<file path="src/rtl/cnn_pkg.sv">
// Shared CNN constants: default pixel width, feature-map side, pixel type and
// the upsampler state encoding.
package cnn_pkg;

  localparam int IN_D_W = 32;
  localparam int FMAP_W = 13;

  typedef logic signed [IN_D_W-1:0] pixel_t;

  typedef enum logic {
    S_FILL   = 1'b0,
    S_REPLAY = 1'b1
  } state_t;

  // Index width that stays legal for a depth of one.
  function automatic int idxWidth(input int depth);
    return (depth > 1) ? $clog2(depth) : 1;
  endfunction

endpackage

</file>
<file path="src/rtl/row_buf.sv">
// One-row pixel store for the upsampler: a single write port and an
// asynchronous read port.
module row_buf
  import cnn_pkg::*;
#(
  parameter int DEPTH = FMAP_W,
  parameter int WIDTH = IN_D_W,
  localparam int AW   = idxWidth(DEPTH)
) (
  input  logic                    iClk,
  input  logic                    iWrEn,
  input  logic [AW-1:0]           iWrAddr,
  input  logic signed [WIDTH-1:0] iWrData,
  input  logic [AW-1:0]           iRdAddr,
  output logic signed [WIDTH-1:0] oRdData
);

  logic signed [WIDTH-1:0] mem [DEPTH];

  always_ff @(posedge iClk) begin
    if (iWrEn) mem[iWrAddr] <= iWrData;
  end

  assign oRdData = mem[iRdAddr];

endmodule

</file>
<file path="src/rtl/upsample_2x.sv">
// 2x upsampler with valid/ready on both sides; nearest-neighbour by default,
// zero-insertion when UPSAMPLE_ZERO_INSERT_EN is defined.
module upsample_2x
  import cnn_pkg::*;
#(
  parameter int In_d_W = IN_D_W,
  parameter int W_IN   = FMAP_W
) (
  input  logic                     iClk,
  input  logic                     iRsn,
  input  logic                     iInValid,
  input  logic signed [In_d_W-1:0] iInData,
  output logic                     oInReady,
  output logic                     oOutValid,
  output logic signed [In_d_W-1:0] oOutData,
  output logic                     oOutLast,
  input  logic                     iOutReady
);

  localparam int CW = idxWidth(W_IN);
  localparam logic [CW-1:0] LAST_IDX = CW'(W_IN - 1);

  state_t                   state, stateNext;
  logic [CW-1:0]            col, colNext;
  logic [CW-1:0]            row, rowNext;
  logic                     phase;
  logic                     heldLast;
  logic                     outFree;
  logic                     load;
  logic                     loadLast;
  logic signed [In_d_W-1:0] loadData;

  // The state flips as soon as the last column of a row is loaded, so the
  // next row's first pixel can be loaded on that pixel's second handshake.
  always_comb begin
    outFree   = !oOutValid || (iOutReady && phase);
    oInReady  = (state == S_FILL) && outFree;
    load      = outFree && ((state == S_REPLAY) || iInValid);
    loadLast  = load && (state == S_REPLAY) && (col == LAST_IDX) && (row == LAST_IDX);
    stateNext = state;
    colNext   = col;
    rowNext   = row;
    if (load) begin
      if (col == LAST_IDX) begin
        colNext   = '0;
        stateNext = (state == S_FILL) ? S_REPLAY : S_FILL;
        if (state == S_REPLAY) rowNext = (row == LAST_IDX) ? '0 : row + 1'b1;
      end else begin
        colNext = col + 1'b1;
      end
    end
  end

  always_ff @(posedge iClk or negedge iRsn) begin
    if (!iRsn) begin
      state <= S_FILL;
      col   <= '0;
      row   <= '0;
    end else begin
      state <= stateNext;
      col   <= colNext;
      row   <= rowNext;
    end
  end

`ifdef UPSAMPLE_ZERO_INSERT_EN
  assign loadData = (state == S_FILL) ? iInData : '0;
`else
  logic signed [In_d_W-1:0] bufRdData;

  row_buf #(
    .DEPTH (W_IN),
    .WIDTH (In_d_W)
  ) uRowBuf (
    .iClk    (iClk),
    .iWrEn   (oInReady && iInValid),
    .iWrAddr (col),
    .iWrData (iInData),
    .iRdAddr (col),
    .oRdData (bufRdData)
  );

  assign loadData = (state == S_FILL) ? iInData : bufRdData;
`endif

  // Each loaded pixel is shown twice: phase 0 then phase 1.
  always_ff @(posedge iClk or negedge iRsn) begin
    if (!iRsn) begin
      oOutValid <= 1'b0;
      oOutData  <= '0;
      oOutLast  <= 1'b0;
      phase     <= 1'b0;
      heldLast  <= 1'b0;
    end else if (load) begin
      oOutValid <= 1'b1;
      oOutData  <= loadData;
      oOutLast  <= 1'b0;
      phase     <= 1'b0;
      heldLast  <= loadLast;
    end else if (oOutValid && iOutReady) begin
      if (!phase) begin
        phase    <= 1'b1;
        oOutLast <= heldLast;
`ifdef UPSAMPLE_ZERO_INSERT_EN
        oOutData <= '0;
`endif
      end else begin
        oOutValid <= 1'b0;
        oOutLast  <= 1'b0;
        phase     <= 1'b0;
      end
    end
  end

endmodule

</file>
<file path="config.mk">
export PLATFORM = sky130hd
export DESIGN_NAME = upsample_2x
export DESIGN_NICKNAME = d
export VERILOG_FILES = /design/src/rtl/cnn_pkg.sv /design/src/rtl/row_buf.sv /design/src/rtl/upsample_2x.sv
export SDC_FILE = /design/constraint.sdc
export NUM_CORES = 1
export LEC_CHECK = 0
export CORE_MARGIN = 2
export CORE_UTILIZATION = 60
export DETAILED_ROUTE_END_ITERATION = 16
export PLACE_DENSITY = 0.83
export SLEW_MARGIN = 20
export SYNTH_ARGS = -nofsm -noshare
export SYNTH_HDL_FRONTEND = slang
export SYNTH_SLANG_ARGS = --single-unit
export TNS_END_PERCENT = 20
</file>
<file path="constraint.sdc">
create_clock -name iClk -period 4.75 [get_ports iClk]
set_input_delay 0.7125 -clock iClk [delete_from_list [all_inputs] [get_ports iClk]]
set_output_delay 0.7125 -clock iClk [all_outputs]
set_load 0.05 [all_outputs]
</file>
Fig. 1: met4 routing
Bar = 50 um. Supply wires on this layer in grey.
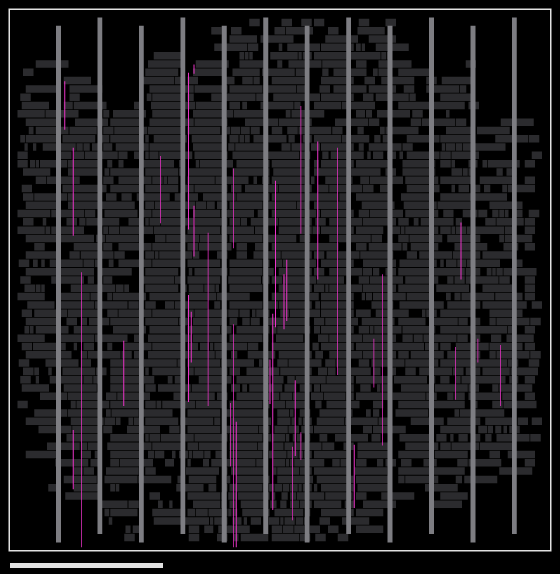
main direction = vertical
longest straight run = 89.8 um
share of all routed wire = 2.8%
wire length on this layer = 1,070 um

Fig. 2: placement by cell class
Bar = 50 um. Fill, decap, tap and diode cells in grey.
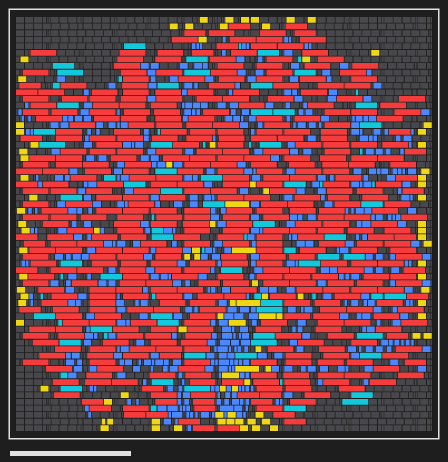
cyan -> clock drivers and dummy loads  # cells 83, share of their area 7.8%
red -> registers  # cells 461, share of their area 67%
blue -> remaining logic cells  # cells 532, share of their area 20%
yellow -> remaining buffers and delay cells  # cells 97, share of their area 5.0%
post-layout util: 70.4%
FP Rows: 63

Fig. 3: local utilization
18 x 18 tiles, from white (low) to dark blue (high), 0 to 100% covered.
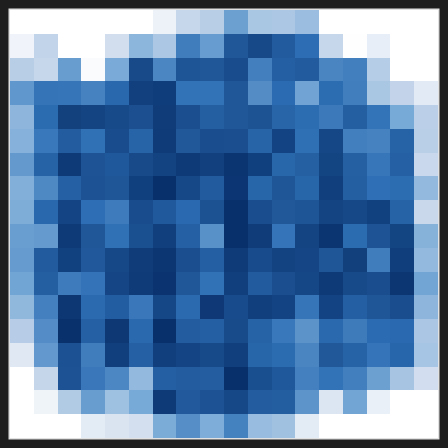
densest ninth of the die = centre
fullest tile = 100%
nearly empty tiles = 9.3%
emptiest ninth of the die = upper right
tiles over 75% full = 54%
mean over tiles = 65%

Fig. 4: signal wires on met1
Supply wires on this layer in grey.
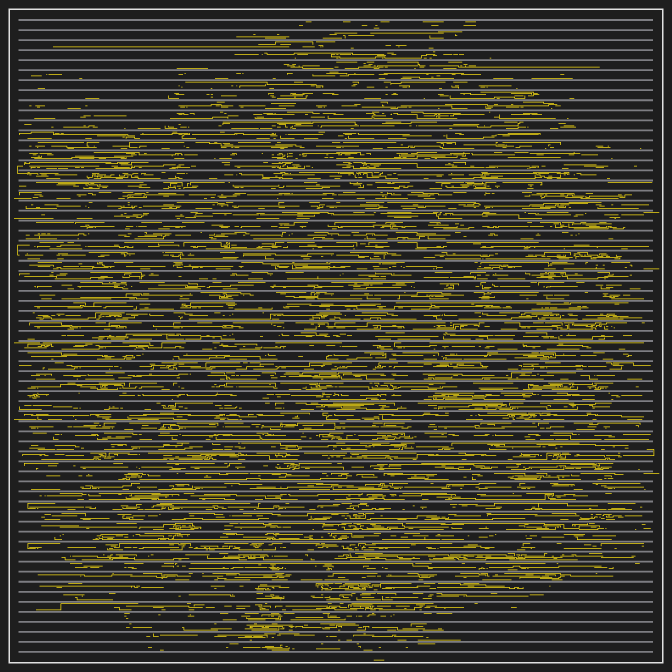
share of all routed wire = 39%
longest straight run = 63.9 um
wire length on this layer = 14,800 um
nets with wire on the layer = 1,096
Final Routed Wirelength: 38,400 um
GR Util met1: 31.2%
via count: 9,907

Fig. 5: track usage over the die
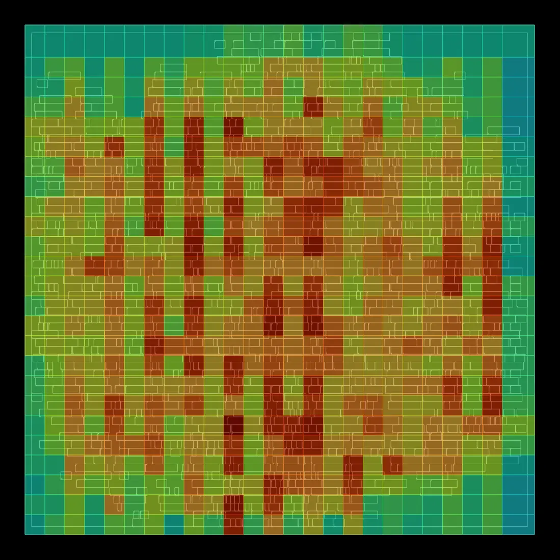
grt met3 use: 3.59%
all-layer global routing usage: 24.7%

==> out/results.tsv <==
stage	metric	value	unit
floorplanning	die area	31300	um2
finish	layout cell share with drive strength beyond 1	9.97	%
final_timing	setup TNS	0	ps
routing	WL/cell	24.6	um
yosys	Syn Area/Cell	17.0	um2
finish	Final #Nets	1179	
final_timing	relative slew slack	26.9	%
yosys	warnings from Yosys	0	
power	worst vdd ir	0.449	mV
routing	first-pass detailed-route iteration total	5	
power	PnR Total Power	12000	uW
finish	comb. cell area	4010	um2
job	Log Warnings	30	
yosys	Yosys chip area	17900	um2
global_route	first-pass GRT wire length	57700	um
yosys	leading area contributor after synthesis	edfxtp_1	
global_route	initial antenna violation count	1	
finish	Syn-to-layout area delta	15.8	%
worst_setup_path	Max Fanout on Critical Path	19	
power	pwr dens	580	nW/um2
floorplanning	Die Y	177	um
placement	placed cell count	1476	
yosys	number of enable flip-flop cells	416	
routing	antenna-violating nets left	0	
yosys	Dominant Register Cell	edfxtp_1	
cts	hold-fix buffers at CTS	0	
cts	CTS sink cnt	461	
final_timing	actual slew at the worst max-slew pin	1090	ps
final_timing	Tmin final	3190	ps
final_timing	RSZ-0062 raised after global routing	false	
finish	Layout fillers	1819	
cts	clk_lat worst skew	550	ps
finish	sequential cell area	13600	um2
hold_path	HP Class	input port to asynchronous set/reset pin	
cts	CTS tree	built	
yosys	register area share after synthesis	76.0	%
final_timing	Final Hold Fails	0	
yosys	Syn Nets	1098	
placement	routability cong.	0.768	
power	Leak	0.00727	uW
finish	post-route cell area	20700	um2
final_timing	Worst Skew	11.1	ps
cts	post-CTS sizing	0	
worst_setup_path	startpoint types	flop	
yosys	distinct lib cells	34	
floorplanning	core footprint	29500	um2
placement	Post-DP HPWL	20300	um
yosys	Post-synth area hogs	edfxtp_1 (70%), mux2i_1 (11%), dfrtp_1 (6.3%)	
routing	Via density	6.33	
final_timing	cycle use final	67.2	%
final_timing	Max Transition Viols Final	0	
final_timing	Fmax	0.313	GHz
worst_setup_path	crit path DAT	3590	ps
cts	Clock Tree Buf Depth	3	
global_route	vias in the first global route	10000	
routing	residual DRC count	0	
placement	Placed Area	19000	um2
worst_setup_path	CP Capture Type	flop	
yosys	cell count after synthesis	1056	
cts	Worst-path clk slew	60	ps
floorplanning	IO Pins	71	
cts	# Post-CTS Setup Buffers	0	
cts	H-tree levels	2	
outcome	status	finished, final reports clean	
placement	Buffers on Ports	70	
global_route	grt ovf	0	
yosys	# Cells Yosys	1056	
finish	Final Non-Filler Cells	1564	
floorplanning	Die X	177	um
worst_setup_path	critical setup path kind	flop to flop	
routing	drt initial violations	1055	
yosys	Synth async-reset ratio	9.76	%
cts	CTS root buffer	clkbuf_16	
worst_setup_path	required time of the critical path	5150	ps
global_route	pin count of the biggest net entering global routing	81	
yosys	FF+latch count, synth	461	
yosys	Max-area cell share	69.7	%
final_timing	Finish-stage setup viols	0	
yosys	Syn Std Cell Area	17900	um2
cts	total clock buffers created by CTS	45	
floorplanning	fp util	60.8	%
job	Max Cap Viol	0	
[through the flow]
step,worst slack [ps],hold slack (ps)
2_1_floorplan,651,417
3_3_place_gp,1460,464
3_5_place_dp,1410,474
4_1_cts,1680,327
5_1_grt,1490,378
6_report,1560,299
[layout make-up]
class / count / share of cell area, %
clock buffers: 57 / 6.04
multi-input cells: 526 / 19.3
repair buffers: 97 / 4.90
inverters: 6 / 0.109
clock inverters: 26 / 1.61
flip-flops and latches: 461 / 65.7
well taps: 390 / 2.35
diodes: 1 / 0.0121
[state kept, by name (all words and copies together) (netlist names)]
register,flops
row,4
state,1
oOutData,32
oOutLast,1
heldLast,1
col,4
uRowBuf.mem,416
oOutValid,1
phase,1
[logic make-up after synthesis]
family	after synthesis	share of synthesized area [%]
muxes	193	10.8
adders and majority gates	6	0.419
buffers and inverters	69	2.19
and+or+nand+nor	111	2.61
DFF	461	76.0
AOI/OAI and AO/OA	216	7.96
[worst max-delay path, cell delays in order (launching register included)]
cell and delay, ps:
dfrtp_1 650, nand2b_1 470, nand2b_1 680, buf_4 450, o22ai_1 170, o32ai_1 460, o21ai_1 160
[cells in the mapped netlist, types with 2 or more instances]
cell / number
edfxtp_1: 416
nor3_1: 4
nor2_1: 44
o21ai_0: 43
clkbuf_1: 24
nand2_1: 48
and2_1: 2
or3_1: 2
buf_6: 10
o41ai_1: 2
mux2i_1: 192
or2_1: 2
o21ai_1: 34
o32ai_1: 33
o22ai_1: 64
buf_4: 9
inv_1: 6
buf_2: 19
dfrtp_1: 45
a21oi_1: 4
nand2b_1: 3
ha_1: 6
a211o_1: 32
or3b_1: 2
[cell usage in the layout (no fill, tap or decap), types with 6 or more instances in the layout]
cell type        Yosys  routed
clkdlybuf4s50_1      0      69
clkinv_2             0       6
inv_1                6       6
bufinv_16            0       8
nand2_1             48      47
o21ai_0             43      43
clkbuf_1            24       6
mux2i_1            192     192
clkinv_1             0       8
a211o_1             32      32
ha_1                 6       6
dfrtp_1             45      44
o21ai_1             34      33
o22ai_1             64      64
buf_4                9      20
o32ai_1             33      33
nor2_1              44      35
clkbuf_16            0      47
edfxtp_1           416     416
nor2_4               0       9
[power by group]
part	internal, uW	leakage (uW)	switching (uW)
Sequential	4660	0.00431	259
Combinational	1290	0.00218	2060
Clock	2310	0.000778	1460
Total	8260	0.00727	3780
[routing by layer]
metal,share of wire [%],up-vias,global-route usage [%],routed length (um)
met2,52,447,43.3,19900
met3,6.8,81,3.59,2610
li1,-,4359,-,-
met4,2.8,0,10.0,1070
met5,0,-,0,0
met1,39,5020,31.2,14800
[path summary, 6_finish.rpt]
kind / start / end / slack (ps) / cells past startpoint
max: col[3] / oOutData[8] / 1560 / 6
min: iRsn / oOutData[5] / 300 / 2
max reg2reg: col[3] / oOutData[8] / 1560 / 6
min reg2reg: oOutData[13] / oOutData[13] / 480 / 2
max in group asynchronous: iRsn / col[1] / 3910 / 2
min in group iClk: oOutData[13] / oOutData[13] / 480 / 2
Power figures rest on the tool's default switching activity, not on a simulated workload.
